$ cat src/rtl/rtc_shadow_pkg.sv
// Shared constants for the RTC shadow: field indices, control-bit masks, read map, FSM states.
package rtc_shadow_pkg;

  localparam logic [2:0] FLD_SS = 3'd0;
  localparam logic [2:0] FLD_MI = 3'd1;
  localparam logic [2:0] FLD_HH = 3'd2;
  localparam logic [2:0] FLD_WD = 3'd3;
  localparam logic [2:0] FLD_DD = 3'd4;
  localparam logic [2:0] FLD_MO = 3'd5;
  localparam logic [2:0] FLD_YY = 3'd6;

  localparam logic [2:0] ADDR_SS = 3'd0;
  localparam logic [2:0] ADDR_MS = 3'd7;

  typedef enum logic [1:0] {
    ST_IDLE   = 2'd0,
    ST_CONV   = 2'd1,
    ST_COMMIT = 2'd2
  } state_e;

  // Strips MCP7940N control bits (ST, 12/24, OSCRUN, LPYR, ...) from each raw byte.
  function automatic logic [7:0] field_mask(input logic [2:0] idx);
    case (idx)
      FLD_SS:  return 8'h7F;
      FLD_MI:  return 8'h7F;
      FLD_HH:  return 8'h3F;
      FLD_WD:  return 8'h07;
      FLD_DD:  return 8'h3F;
      FLD_MO:  return 8'h1F;
      FLD_YY:  return 8'hFF;
      default: return 8'h00;
    endcase
  endfunction

endpackage

$ cat src/rtl/rtc_shadow_bcd8_to_bin.sv
// Combinational two-digit BCD to binary, flagging any nibble above 9.
module bcd8_to_bin (
  input  logic [7:0] bcd,
  output logic [6:0] bin,
  output logic       bad
);

  logic [3:0] tens;
  logic [3:0] units;

  assign tens  = bcd[7:4];
  assign units = bcd[3:0];
  assign bin   = {tens, 3'b000} + {2'b00, tens, 1'b0} + {3'b000, units};
  assign bad   = (tens > 4'd9) | (units > 4'd9);

endmodule

$ cat src/rtl/rtc_shadow.sv
// Shadows the RTC's BCD datetime as validated binary, adds a ms sub-count,
// and serves a coherent snapshot to the CPU bus.
//   state     | meaning
//   ST_IDLE   | waiting for a tick edge
//   ST_CONV   | converting field idx_q (0..6), one per clk
//   ST_COMMIT | publish work_q if no bad digit was seen
module rtc_shadow
  import rtc_shadow_pkg::*;
#(
  parameter int c_clk_mhz  = 25,
  parameter int c_stale_ms = 2000,
  parameter int c_ms_div   = c_clk_mhz * 1000
) (
  input  logic        clk,
  input  logic        reset,
  input  logic        tick,
  input  logic [55:0] datetime,
  input  logic        rd,
  input  logic [2:0]  addr,
  output logic [15:0] rdata,
  output logic        valid,
  output logic        bcd_err,
  output logic        stale,
  output logic        update,
  output logic [9:0]  ms
);

  localparam int            PW       = (c_ms_div > 1) ? $clog2(c_ms_div) : 1;
  localparam logic [PW-1:0] PRESC_TC = PW'(c_ms_div - 1);
  localparam logic [11:0]   STALE_TH = 12'(c_stale_ms);
  localparam logic [9:0]    MS_MAX   = 10'd999;

  state_e           state_q;
  logic [2:0]       idx_q;
  logic             err_q;
  logic [55:0]      raw_q;
  logic [6:0][6:0]  work_q;
  logic [6:0][6:0]  committed_q;
  logic             update_q, valid_q, bcd_err_q;

  logic             tick_q, tick_d, tick_r;
  logic [PW-1:0]    presc_q, presc_d;
  logic [9:0]       ms_q, ms_d;
  logic [11:0]      stale_cnt_q, stale_cnt_d;
  logic             stale_q, stale_d;
  logic [6:0][6:0]  snap_q, snap_d;
  logic [9:0]       snap_ms_q, snap_ms_d;
  logic [15:0]      rdata_q, rdata_d;

  logic [7:0]       fld_masked;
  logic [6:0]       fld_bin;
  logic             fld_bad;

  assign tick_r     = tick & ~tick_q;
  assign fld_masked = raw_q[{idx_q, 3'b000} +: 8] & field_mask(idx_q);

  bcd8_to_bin u_conv (
    .bcd (fld_masked),
    .bin (fld_bin),
    .bad (fld_bad)
  );

  // A tick edge in any state restarts conversion, discarding partial work.
  always_ff @(posedge clk or negedge reset) begin
    if (!reset) begin
      state_q     <= ST_IDLE;
      idx_q       <= '0;
      err_q       <= 1'b0;
      raw_q       <= '0;
      work_q      <= '0;
      committed_q <= '0;
      update_q    <= 1'b0;
      valid_q     <= 1'b0;
      bcd_err_q   <= 1'b0;
    end else begin
      update_q <= 1'b0;
      if (tick_r) begin
        state_q <= ST_CONV;
        raw_q   <= datetime;
        idx_q   <= '0;
        err_q   <= 1'b0;
      end else begin
        case (state_q)
          ST_CONV: begin
            work_q[idx_q] <= fld_bin;
            err_q         <= err_q | fld_bad;
            if (idx_q == FLD_YY) state_q <= ST_COMMIT;
            else                 idx_q   <= idx_q + 3'd1;
          end
          ST_COMMIT: begin
            if (!err_q) begin
              committed_q <= work_q;
              update_q    <= 1'b1;
              valid_q     <= 1'b1;
              bcd_err_q   <= 1'b0;
            end else begin
              bcd_err_q   <= 1'b1;
            end
            state_q <= ST_IDLE;
          end
          default: state_q <= ST_IDLE;
        endcase
      end
    end
  end

  // stale is sticky from reset until the first tick, then tracks stale_cnt.
  always_comb begin
    tick_d      = tick;
    presc_d     = presc_q;
    ms_d        = ms_q;
    stale_cnt_d = stale_cnt_q;
    if (tick_r) begin
      presc_d     = PRESC_TC;
      ms_d        = '0;
      stale_cnt_d = '0;
    end else if (presc_q == '0) begin
      presc_d = PRESC_TC;
      if (ms_q != MS_MAX)       ms_d        = ms_q + 10'd1;
      if (stale_cnt_q != '1)    stale_cnt_d = stale_cnt_q + 12'd1;
    end else begin
      presc_d = presc_q - PW'(1);
    end
    stale_d = tick_r ? 1'b0 : (stale_q | (stale_cnt_d >= STALE_TH));
  end

  always_comb begin
    snap_d    = snap_q;
    snap_ms_d = snap_ms_q;
    rdata_d   = rdata_q;
    if (rd) begin
      if (addr == ADDR_SS) begin
        snap_d    = committed_q;
        snap_ms_d = ms_q;
        rdata_d   = {9'd0, committed_q[FLD_SS]};
      end else if (addr == ADDR_MS) begin
        rdata_d   = {6'd0, snap_ms_q};
      end else begin
        rdata_d   = {9'd0, snap_q[addr]};
      end
    end
  end

  always_ff @(posedge clk or negedge reset) begin
    if (!reset) begin
      tick_q      <= 1'b0;
      presc_q     <= PRESC_TC;
      ms_q        <= '0;
      stale_cnt_q <= '0;
      stale_q     <= 1'b1;
      snap_q      <= '0;
      snap_ms_q   <= '0;
      rdata_q     <= '0;
    end else begin
      tick_q      <= tick_d;
      presc_q     <= presc_d;
      ms_q        <= ms_d;
      stale_cnt_q <= stale_cnt_d;
      stale_q     <= stale_d;
      snap_q      <= snap_d;
      snap_ms_q   <= snap_ms_d;
      rdata_q     <= rdata_d;
    end
  end

  assign rdata   = rdata_q;
  assign valid   = valid_q;
  assign bcd_err = bcd_err_q;
  assign stale   = stale_q;
  assign update  = update_q;
  assign ms      = ms_q;

endmodule
$ cat config.mk
export PLATFORM = sky130hd
export DESIGN_NAME = rtc_shadow
export DESIGN_NICKNAME = d
export VERILOG_FILES = /design/src/rtl/rtc_shadow_pkg.sv /design/src/rtl/rtc_shadow_bcd8_to_bin.sv /design/src/rtl/rtc_shadow.sv
export SDC_FILE = /design/constraint.sdc
export NUM_CORES = 1
export LEC_CHECK = 0
export CAP_MARGIN = 10
export CORE_MARGIN = 10
export CORE_UTILIZATION = 53
export DETAILED_ROUTE_END_ITERATION = 7
export GPL_TIMING_DRIVEN = 0
export PLACE_DENSITY = 0.82
export SLEW_MARGIN = 10
export SYNTH_ARGS = -nofsm -noshare
export SYNTH_HDL_FRONTEND = slang
export SYNTH_SLANG_ARGS = --single-unit
export TNS_END_PERCENT = 10
$ cat constraint.sdc
create_clock -name clk -period 5 [get_ports clk]
set_input_delay 1.25 -clock clk [delete_from_list [all_inputs] [get_ports clk]]
set_output_delay 1.25 -clock clk [all_outputs]
set_load 0.005 [all_outputs]
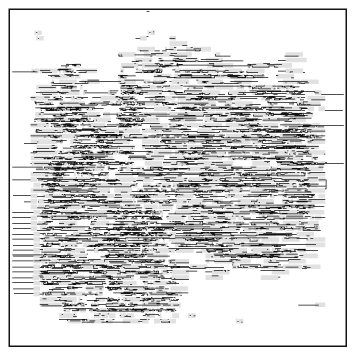
*M1 wires*
Drawn at 2 px/um. Cells faint in the background.
share of all routed wire = 41%
nets with wire on the layer = 1098
wire length on this layer = 11400 um
main direction = horizontal
longest straight run = 44.6 um

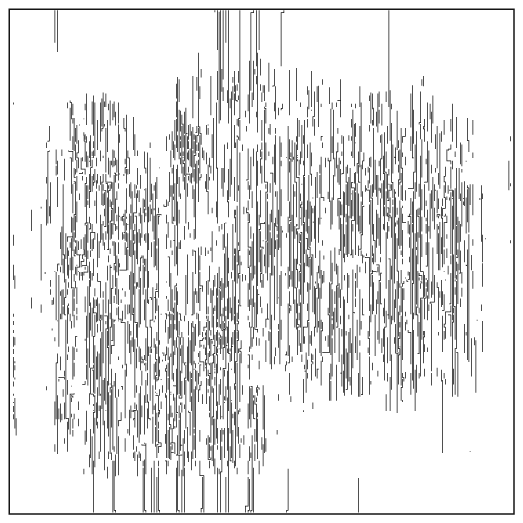
*Metal 2*
Drawn at 3 px/um.
longest straight run = 58.5 um
wire length on this layer = 13800 um
met2 Usage GRT: 32.7%
via count: 8225

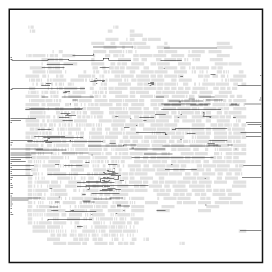
*Met3 routing*
Drawn at 1.5 px/um. Cells faint in the background.
nets with wire on the layer = 139
wire length on this layer = 1780 um
main direction = horizontal
longest straight run = 54.3 um
share of all routed wire = 6.4%

sequential cells by signal, summed over array words and instances (netlist names):
register and flops:
bcd_err 1, committed_q 49, err_q 1, idx_q 3
ms 10, presc_q 15, raw_q 52, rdata 10
snap_ms_q 10, snap_q 42, stale 1, stale_cnt_q 12
state_q 2, tick_q 1, update 1, valid 1
work_q 49
through the flow:
stage	instance area, um^2	hold WS, ps	cells	setup TNS, ps
floorplan	11600	434	1004	0
global placement	12700	447	1363	-2067390
detailed placement	12800	451	1365	0
CTS	13800	473	1416	0
global route	13800	492	1416	0
finish	13800	470	1416	0
Yosys cell counts (5+ instances only):
library cell,number
a22oi_1,7
clkbuf_1,39
xor2_1,8
o22ai_1,5
nor3_1,19
nand4_1,5
nor2b_1,5
nor2_1,45
a21oi_1,23
dfstp_2,9
mux2_2,155
mux2i_1,11
inv_1,11
nand2_1,219
o211ai_1,9
o21ai_0,16
buf_1,6
xnor2_1,15
dfrtp_1,251
or4_1,7
nand3_1,18
buf_4,6
mux4_2,11
and2_1,5
ha_1,15
o31ai_1,7
worst reg2reg max path, delay by kind of cell, from the launching register on:
| family | cells | cell delay (ps) |
|---|---|---|
| buf+inv | 4 | 1310 |
| fa+ha+maj | 2 | 960 |
| compound gates | 4 | 740 |
| mux | 2 | 480 |
| flops | 1 | 410 |
| xor+xnor | 1 | 380 |
| simple gates | 2 | 230 |
final cells by class:
class / count / area [um^2]
Fill cell: 1611 / 7840
Clock buffer: 36 / 812
Timing Repair Buffer: 81 / 851
Inverter: 13 / 48.8
Sequential cell: 260 / 6520
Clock inverter: 15 / 216
Multi-Input combinational cell: 677 / 4820
Buffer: 54 / 229
Tap cell: 280 / 350
==> summary.txt <==
impl run done, here's what came out: sequential share of power 40.9%, Top Consumer sequential cells, Crit path max-delay family buffers and inverters, Top cells by area dfrtp_1, mux2_2, nand2_1, mux4_2, dfstp_2, worst endpoint required time 5470 ps, CTS clock-pin slew for the worst setup and hold paths 60 ps, TritonCTS clock tree yes, most frequent cells in the layout dfrtp_1, nand2_1, mux2_2, die area 28200 um^2, Max Slew Vio Count 0, CTS H-tree lvls 1, worst-path fanout max 10, Ys Warns 0, Num CTS Buffers 28, Setup Fix Bufs, Post-CTS 0, Die Width 168 um, hold_buf cts 0, Setup crit start idx_q[0], Post-synth ARST share 100%, f_max 219 MHz, Worst R2R Setup Slack 430 ps, met2 wire len 13800 um, chip height 168 um, Synth top area share 54.3%, final worst slack 425 ps, post-CTS sizing 0, Synth area leader dfrtp_1, Worst Path Arrival 5040 ps, PortBufs 79, Overall Global Routing Usage 19.2%, Syn Inst Count 999, Setup crit start kind flop, initial antenna violation count 0, ys flops 260, yosys stat area 11600 um^2, XOR Share, Synth 1.74%, Area growth, synth to finish 19.6%, final setup violation count 0, Psw 2.08 mW, Antenna diodes 0, tool warnings 36, simple share 14.1%, Crit. End Element flop, hold-critical path depth 2, main flop type dfrtp_1, Netlist cell types 63, io pins 93, synthesized area 11600 um^2, clock power share 33.5%, layout cells sized above 1 22.4%, most numerous logic cell after layout dfrtp_1, first-pass GRT wire length 45000 um, core area 21700 um^2, Min-Delay Endpoint rdata[3], internal power 4.65 mW, post-placement setup slack 594 ps, Critical Path Max Stage Delay 580 ps, busiest metal layer after global routing met2, worst reg2reg path startpoint idx_q[0], Worst-Margin Slew 1150 ps, leakage 6.47 nW, Vias/cell 5.81, Post-Synth AOI/OAI Area 5.34%, latest clock arrival within the worst-skew pair 550 ps, yosys adder share 1.97%, mux share 18.2%, final core occ 63.9%, DRC violations left 0, Top Layer Used met4, WL per Instance 19.5 um, Worst Path Buf+Inv 4, Final Hold Violating Endpoints 0, met3 wire length 1780 um, R2R Path End work_q[6], vias in the first global route 8597, Tightest Hold Check Type reg2reg, sequential share of the synthesized area 56.3%, switch share 30.9%, gr ovfl total 0, cycle use final 91.5%, # Cells Yosys 999, Worst setup endpoint work_q[6], total power 6.72 mW, worst-path cell chain buf_2 > buf_2 > buf_1 > mux2i_1 > nor2_1 > a21oi_1 > o21ai_0 > nand2_1 > fa_1 > inv_1 > fa_1 > a21o_1 > a21oi_1 > xnor2_1 > mux2_2, part of the power in combinational logic 25.7%, syn_area_per_cell 11.6 um^2, Logic family by area multiplexers, placer congestion estimate 0.953, Worst Skew 18.2 ps, Worst Setup Path Type reg2reg, DR pass1 iterations 5, hold path start committed_q[3], status complete, no violations, Clock Tree Buf Depth 3, max_slew headroom 23.0%, pin count of the biggest net entering global routing 105, Seq group 2.75 mW, fin crit period 4570 ps, number of routed nets with antenna violations 0, grt met1 use 24.1%, DRT Wirelength 27600 um, DRT iter0 DRCs 655, Worst Reg2Reg Path Length in Cells 15, Combinational Power 1.73 mW, critical path depth in cells 15, Post-synth EDFFs 0, clock root buffer clkbuf_16, P_clk 2.25 mW, Pre-Place Util 53.4%, Metal-1 WL 11400 um, PwrDens 486 nW/um^2, Max VDD drop 0.000320 V
Power is estimated from default activity; no workload was simulated.
